<file path="src/rtl/system_controller_pkg.sv">
// rtl/system_controller_pkg.sv - command codes, sequencer states and operand addresses
package system_controller_pkg;

  localparam logic [7:0] CMD_WRITE   = 8'hAA;
  localparam logic [7:0] CMD_READ    = 8'hBB;
  localparam logic [7:0] CMD_ALU_OP  = 8'hCC;
  localparam logic [7:0] CMD_ALU_NOP = 8'hDD;

  localparam int OPERAND_A_ADDR = 0;
  localparam int OPERAND_B_ADDR = 1;

  typedef enum logic [2:0] {
    IDLE,
    WR_ADDR,
    WR_DATA,
    RD_ADDR,
    OP_A,
    OP_B,
    ALU_FUNC
  } state_t;

endpackage

</file>
<file path="src/rtl/system_command_sequencer.sv">
// rtl/system_command_sequencer.sv - parses UART command frames into register-file and ALU strobes
module system_command_sequencer
  import system_controller_pkg::*;
#(
  parameter int DATA_WIDTH     = 8,
  parameter int ADDRESS_WIDTH  = 4,
  parameter int FUNCTION_WIDTH = 4
) (
  input  logic                      clk,
  input  logic                      reset,
  input  logic [DATA_WIDTH-1:0]     received_data,
  input  logic                      received_data_valid,
  input  logic                      UART_receiver_controller_enable,
  output logic [ADDRESS_WIDTH-1:0]  register_address,
  output logic [DATA_WIDTH-1:0]     register_write_data,
  output logic                      register_write_enable,
  output logic                      register_read_enable,
  output logic [FUNCTION_WIDTH-1:0] ALU_function,
  output logic                      ALU_enable,
  output logic                      ALU_clock_gate_enable,
  output logic                      command_error
);

  state_t                   state;
  // write address is staged so register_address only moves together with its strobe
  logic [ADDRESS_WIDTH-1:0] address_hold;

  always_ff @(posedge clk or posedge reset) begin
    if (reset) begin
      state                 <= IDLE;
      address_hold          <= '0;
      register_address      <= '0;
      register_write_data   <= '0;
      register_write_enable <= 1'b0;
      register_read_enable  <= 1'b0;
      ALU_function          <= '0;
      ALU_enable            <= 1'b0;
      ALU_clock_gate_enable <= 1'b0;
      command_error         <= 1'b0;
    end else begin
      register_write_enable <= 1'b0;
      register_read_enable  <= 1'b0;
      ALU_enable            <= 1'b0;
      command_error         <= 1'b0;
      case (state)
        IDLE: begin
          ALU_clock_gate_enable <= 1'b0;
          if (received_data_valid && UART_receiver_controller_enable) begin
            case (received_data)
              CMD_WRITE:   state <= WR_ADDR;
              CMD_READ:    state <= RD_ADDR;
              CMD_ALU_OP: begin
                state                 <= OP_A;
                ALU_clock_gate_enable <= 1'b1;
              end
              CMD_ALU_NOP: begin
                state                 <= ALU_FUNC;
                ALU_clock_gate_enable <= 1'b1;
              end
              default:     command_error <= 1'b1;
            endcase
          end
        end
        WR_ADDR: begin
          if (received_data_valid) begin
            address_hold <= received_data[ADDRESS_WIDTH-1:0];
            state        <= WR_DATA;
          end
        end
        WR_DATA: begin
          if (received_data_valid) begin
            register_address      <= address_hold;
            register_write_data   <= received_data;
            register_write_enable <= 1'b1;
            state                 <= IDLE;
          end
        end
        RD_ADDR: begin
          if (received_data_valid) begin
            register_address     <= received_data[ADDRESS_WIDTH-1:0];
            register_read_enable <= 1'b1;
            state                <= IDLE;
          end
        end
        OP_A: begin
          ALU_clock_gate_enable <= 1'b1;
          if (received_data_valid) begin
            register_address      <= ADDRESS_WIDTH'(OPERAND_A_ADDR);
            register_write_data   <= received_data;
            register_write_enable <= 1'b1;
            state                 <= OP_B;
          end
        end
        OP_B: begin
          ALU_clock_gate_enable <= 1'b1;
          if (received_data_valid) begin
            register_address      <= ADDRESS_WIDTH'(OPERAND_B_ADDR);
            register_write_data   <= received_data;
            register_write_enable <= 1'b1;
            state                 <= ALU_FUNC;
          end
        end
        ALU_FUNC: begin
          // gate stays open through the ALU_enable cycle; IDLE closes it afterwards
          ALU_clock_gate_enable <= 1'b1;
          if (received_data_valid) begin
            ALU_function <= received_data[FUNCTION_WIDTH-1:0];
            ALU_enable   <= 1'b1;
            state        <= IDLE;
          end
        end
        default: state <= IDLE;
      endcase
    end
  end

endmodule

</file>
<file path="config.mk">
export PLATFORM = sky130hd
export DESIGN_NAME = system_command_sequencer
export DESIGN_NICKNAME = d
export VERILOG_FILES = /design/src/rtl/system_controller_pkg.sv /design/src/rtl/system_command_sequencer.sv
export SDC_FILE = /design/constraint.sdc
export NUM_CORES = 1
export LEC_CHECK = 0
export ABC_CLOCK_PERIOD_IN_PS = 1800
export CAP_MARGIN = 0
export CORE_MARGIN = 2
export CORE_UTILIZATION = 47
export DETAILED_ROUTE_END_ITERATION = 8
export GPL_ROUTABILITY_DRIVEN = 0
export PLACE_DENSITY = 0.78
export SLEW_MARGIN = 20
export SYNTH_ARGS = -nofsm -noshare
export SYNTH_HDL_FRONTEND = slang
export SYNTH_SLANG_ARGS = --single-unit
</file>
<file path="constraint.sdc">
create_clock -name clk -period 1.8 [get_ports clk]
set_input_delay 0.36 -clock clk [delete_from_list [all_inputs] [get_ports clk]]
set_output_delay 0.36 -clock clk [all_outputs]
set_load 0.005 [all_outputs]
</file>
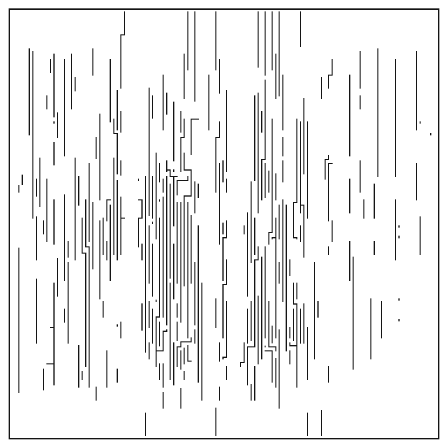
(run_1/met2.png)
nets with wire on the layer = 155
share of all routed wire = 50%
main direction = vertical
longest straight run = 23.0 um
wire length on this layer = 1,500 um

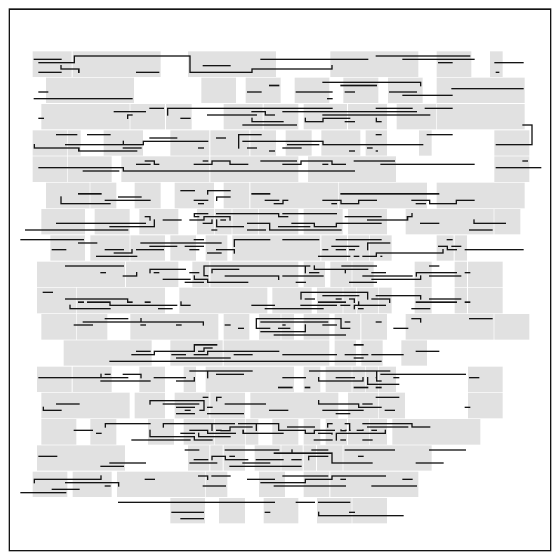
(run_1/met1.png)
Cells faint in the background.
longest straight run = 28.1 um
share of all routed wire = 42%
main direction = horizontal
nets with wire on the layer = 152
wire length on this layer = 1,250 um
GR Util met1: 26.40%
vias: 1,035

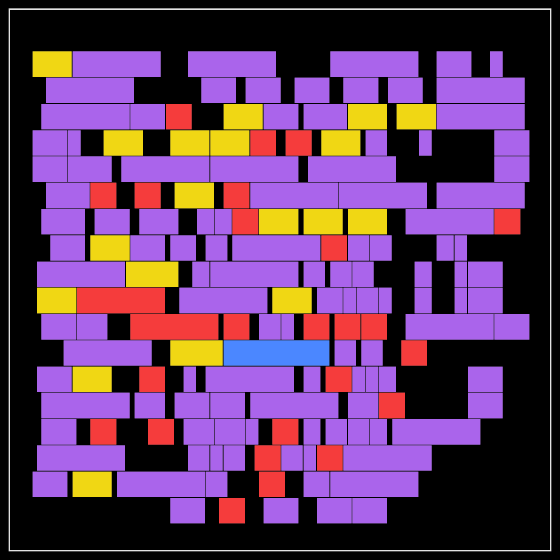
(run_1/drive_strength.png)
red -> drive 3 to 4  # cells 26, share 16%, most used buf_4
yellow -> drive 2  # cells 19, share 12%, most used mux2_2
purple -> drive 1 or less  # cells 113, share 71%
blue -> drive 6 and up  # cells 1, share 0.63%, most used bufinv_16

-- run 1: sequential cells by signal, summed over array words and instances (netlist names) --
register and cells:
ALU_clock_gate_enable 1, register_address 4, register_read_enable 1, register_write_data 8, ALU_enable 1, ALU_function 4
command_error 1, address_hold 4, state 3, register_write_enable 1
-- run 1: tightest hold or removal path, delay by kind of cell --
family	cells	cell delay, ps
buffers and inverters	3	790
-- run 1: final cells by class --
| class | instances | area [um2] | area share, % |
|---|---|---|---|
| tap | 30 | 37.54 | 2.017 |
| inverter | 5 | 18.77 | 1.009 |
| timing repair buffer | 53 | 488.0 | 26.23 |
| clock buffer | 3 | 22.52 | 1.210 |
| multi-input combinational | 69 | 563.0 | 30.26 |
| clock inverter | 1 | 30.03 | 1.614 |
| sequential | 28 | 700.7 | 37.66 |
-- run 1: logic make-up after synthesis --
family	count (synthesis)	synth area share (%)
and+or+nand+nor	27	12.74
buffers and inverters	10	3.652
muxes	18	15.89
AOI/OAI and AO/OA	21	10.37
DFF	28	55.28
xor gates and xnor gates	3	2.073
-- run 1: path summary, 6_finish.rpt --
kind                                                      start                            endpoint  slack (ps)  cells after the start
worst min register to register  register_address[2]$_DFFE_PP0P_     register_address[2]$_DFFE_PP0P_         500                      2
min in group clk                               received_data[5]  register_write_data[5]$_DFFE_PP0P_         410                      2
max in group asynchronous                                 reset                state[2]$_DFFE_PP0P_        1160                      3
worst min-delay path                                      reset     register_address[3]$_DFFE_PP0P_         390                      3
worst max register to register             state[1]$_DFFE_PP0P_                state[1]$_DFFE_PP0P_          80                      4
worst max-delay path                       state[1]$_DFFE_PP0P_                state[1]$_DFFE_PP0P_          80                      4
-- run 1: repair_timing --
item,in CTS,in global routing
buffers inserted,0,1
endpoints found under the setup margin,1,2
pin swaps,0,2
resized,2,8
hold endpoints to repair,0,0
==> results.json, run 1 <==
{
  "synth.distinct_cells": 31,
  "top_usage_layer": "met2",
  "setup_violations": 0,
  "placed_cells": 184,
  "hold_buffers": 0,
  "crit_slowest_cell": "dfrtp_1",
  "die_y_um": 55.93,
  "p_switching_uw": 788.9,
  "wl_met2_um": 1502,
  "drive_above_1_share_pct": 28.93,
  "ys_seq_share_pct": 55.28,
  "crit_type": "reg2reg",
  "grt_max_degree": 29,
  "drc": 0,
  "finalCritPeriodShare_pct": 95.29,
  "run_status": "finished clean",
  "power.leakage_uw": 0.0008745,
  "drt-met1-wl_um": 1254,
  "clockRootBuffer": "clkbuf_4",
  "crit_fanout": 4,
  "path_cells": "nand3b_1 > or3_1 > o221ai_2 > mux2_2",
  "topCellsByArea": "dfrtp_1 (55%), mux2_2 (15%), nand2_1 (2.1%)",
  "cts_buffers": 3,
  "pwr-share-clk_pct": 15.5,
  "cts_tree": "built",
  "hold_viol": 0,
  "ys_area_um2": 1267,
  "warnings": 26,
  "clock_skew_ps": 1.766,
  "ir_drop_mv": 0.9679,
  "h-tree-depth": 1,
  "final.setup.tns_ps": 0,
  "grt.overflow.total": 0,
  "power_frac_seq_pct": 39.4,
  "path_buffers": 0,
  "finalNonFillerCells": 189,
  "worst_pin_slew_ps": 425.1,
  "min_period_ps": 1715,
  "io_buffers": 32,
  "yosys.area.top_type": "dfrtp_1",
  "synth-main-ff-cell": "dfrtp_1",
  "critPathArrivalTime_ps": 1960,
  "num-fill-cells": 189,
  "antenna_found_initial": 0,
  "combPwrFrac_pct": 45.1,
  "ys_cells": 107,
  "die_x_um": 55.93,
  "ys.flops": 28,
  "drt-pass1-iter-count": 4,
  "swShare_pct": 29.39,
  "p_seq_uw": 1060,
  "enable_flop_cells": 0,
  "core_area_um2": 2522,
  "maxPowerGroup": "combinational logic",
  "endpoint_kind": "flip-flop",
  "p_int_uw": 1896,
  "synthesis.nets": 119,
  "first_global_vias": 1110,
  "area_growth_pct": 46.79,
  "synthArstFlopShare_pct": 100.0,
  "dp_hpwl_um": 2151,
  "critPathMaxStageDelay_ps": 450,
  "use_met3_pct": 2.326,
  "rsz0062_at_grt": "no"
}
==> run 1 -> run 2 <==
ABC_CLOCK_PERIOD_IN_PS = 1600   (was 1800)
GPL_TIMING_DRIVEN = 1   (was unset)
clock period = 1.6 ns   (was 1.8 ns; I/O delays follow)
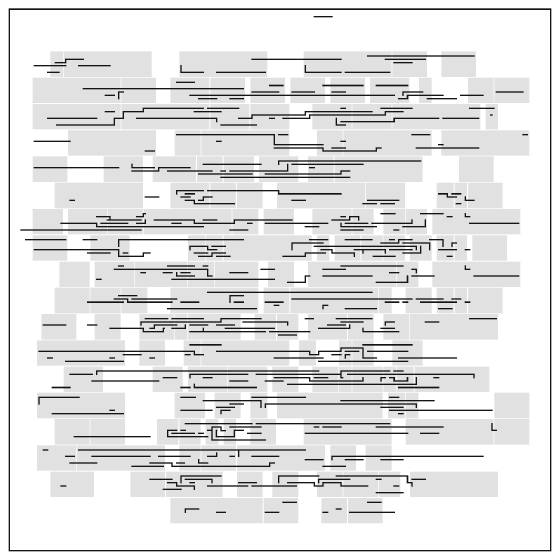
(run_2/met1.png)
Cells faint in the background.
nets with wire on the layer = 149
share of all routed wire = 41%
main direction = horizontal
longest straight run = 23.5 um

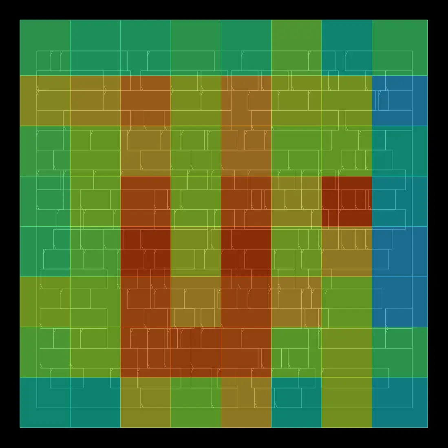
(run_2/final_congestion.png)
post-layout util: 75.99%
met2 GRT Util: 38.27%
gr usage total: 22.04%
GR peak layer: met2

==> results.json, run 2 <==
{
  "run_status": "complete, but fails checks",
  "violations": "setup timing",
  "syn_area_um2": 1267,
  "cts_buffers": 3,
  "yosys_warnings": 0,
  "min_period_ps": 1643,
  "io_buffers": 32,
  "syn_avg_cell_area_um2": 11.85,
  "swShare_pct": 30.27,
  "yosys.area_share.adder_pct": 0,
  "num-fill-cells": 177,
  "yosys.area.top_type": "dfrtp_1",
  "startpoint_type": "flip-flop",
  "initCoreUtil_pct": 50.25,
  "grt_max_degree": 29,
  "power.leakage_uw": 0.0008993,
  "num_antenna_cells": 0,
  "top_register": "register_write_data",
  "area_growth_pct": 51.23,
  "finalCritPeriodShare_pct": 102.7,
  "rsz0062_at_grt": "yes",
  "chipArea_um2": 3128,
  "path_buffers": 0,
  "synthArstFlopShare_pct": 100.0,
  "p_seq_uw": 1190,
  "drt-pass1-iter-count": 4,
  "ys_area_um2": 1267,
  "placed_cells": 185,
  "drc": 0,
  "pwr-share-clk_pct": 14.6,
  "clock_skew_ps": 7.522,
  "combPwrFrac_pct": 47.7,
  "die_y_um": 55.93,
  "enable_flop_cells": 0,
  "p_switching_uw": 956.1,
  "ys.flops": 28,
  "endpoint_kind": "flip-flop",
  "critPathArrivalTime_ps": 1870,
  "p_int_uw": 2202,
  "ir_drop_mv": 1.267,
  "core_area_um2": 2522,
  "finalNonFillerCells": 191,
  "critPathMaxStageDelay_ps": 440,
  "r2r_slack_ps": -40,
  "finalWorstSetupSlack_ps": -43.18,
  "drive_above_1_share_pct": 32.30,
  "simple_gate_area_share_pct": 12.73,
  "crit_type": "reg2reg",
  "antenna_found_initial": 0,
  "warnings": 29,
  "synthTopCellsByCount": "dfrtp_1 (28), mux2_2 (17), nand2_1 (7)",
  "grt.overflow.total": 0,
  "syn-instance-count": 107,
  "ys_cells": 107,
  "synth-main-ff-cell": "dfrtp_1",
  "max_cap_violations": 0,
  "ys_sh_xor_pct": 2.073,
  "first_global_vias": 1120,
  "synth.distinct_cells": 31,
  "mux_area_share_pct": 15.89,
  "maxPowerGroup": "combinational logic",
  "dp_hpwl_um": 2287,
  "worst_pin_slew_ps": 354.9,
  "crit_fanout": 3,
  "ys_seq_share_pct": 55.28,
  "power_frac_seq_pct": 37.7,
  "clockRootBuffer": "clkbuf_4",
  "synthesis.nets": 119,
  "hold_viol": 0,
  "aoi_share_pct": 10.37,
  "topCellsByArea": "dfrtp_1 (55%), mux2_2 (15%), nand2_1 (2.1%)",
  "h-tree-depth": 1,
  "path_cells": "nand3b_1 > or3_4 > o221ai_4 > mux2_4",
  "crit_slowest_cell": "dfrtp_1",
  "setup_violations": 1,
  "die_x_um": 55.93,
  "hold_buffers": 0,
  "cts_tree": "built",
  "largest_register_ffs": 8,
  "top_logic_kind": "multiplexers",
  "fmaxAchievable_mhz": 608.6
}
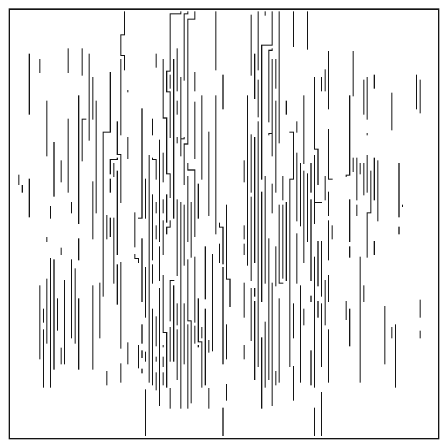
(run_2/met2.png)
share of all routed wire = 54%
main direction = vertical
nets with wire on the layer = 163
wire length on this layer = 1,730 um
longest straight run = 32.0 um
vias: 1,076
final WL: 3217 um

==> run 2: cell families (layout without fill, tap and decap cells) <==
family,Yosys count,in the layout
AOI/OAI and AO/OA,21,21
xor gates and xnor gates,3,3
buffers and inverters,10,64
DFF,28,28
muxes,18,18
and+or+nand+nor,27,27
==> run 2: metal layers <==
layer  global-route usage (%)  vias to the layer above  share of wire (%)
li1                         -                      499                  -
met1                    28.79                      535                 41
met2                    38.27                       38                 54
met3                    3.953                        4                4.0
met4                    5.102                        0                1.2
met5                        0                        -                  0
==> run 2: final timing paths <==
kind | from | to | depth (start not counted)
worst min register to register | register_address[3]$_DFFE_PP0P_ | register_address[3]$_DFFE_PP0P_ | 2
worst max register to register | state[1]$_DFFE_PP0P_ | state[1]$_DFFE_PP0P_ | 4
worst max-delay path | state[1]$_DFFE_PP0P_ | state[1]$_DFFE_PP0P_ | 4
min in group clk | register_address[3]$_DFFE_PP0P_ | register_address[3]$_DFFE_PP0P_ | 2
max in group asynchronous | reset | register_address[1]$_DFFE_PP0P_ | 3
worst min-delay path | reset | state[0]$_DFFE_PP0P_ | 3
==> run 2: final cells by class <==
cell class	instances	area (um2)	area share, %
clock inverters	1	30.03	1.567
inverters	5	18.77	0.9791
repair buffers	55	499.2	26.04
well taps	30	37.54	1.958
multi-input cells	69	608.1	31.72
flip-flops and latches	28	700.7	36.55
clock buffers	3	22.52	1.175
==> run 2: what timing repair did <==
action	in CTS	in global routing
pin swaps	3	2
resized	14	7
setup endpoints to repair	5	9
setup buffers	0	2
==> run 2: through the flow <==
stage                     worst slack, ps  area [um2]  TNS [ps]
final                              -43.18        1917    -43.18
after global placement             -506.6        1762     -4419
after detailed placement           -578.6        1762     -5578
after floorplan                    -12.17        1274    -58.85
after global routing               -77.17        1917    -233.7
after CTS                          -52.44        1876    -98.22
Power is estimated from default activity; no workload was simulated.
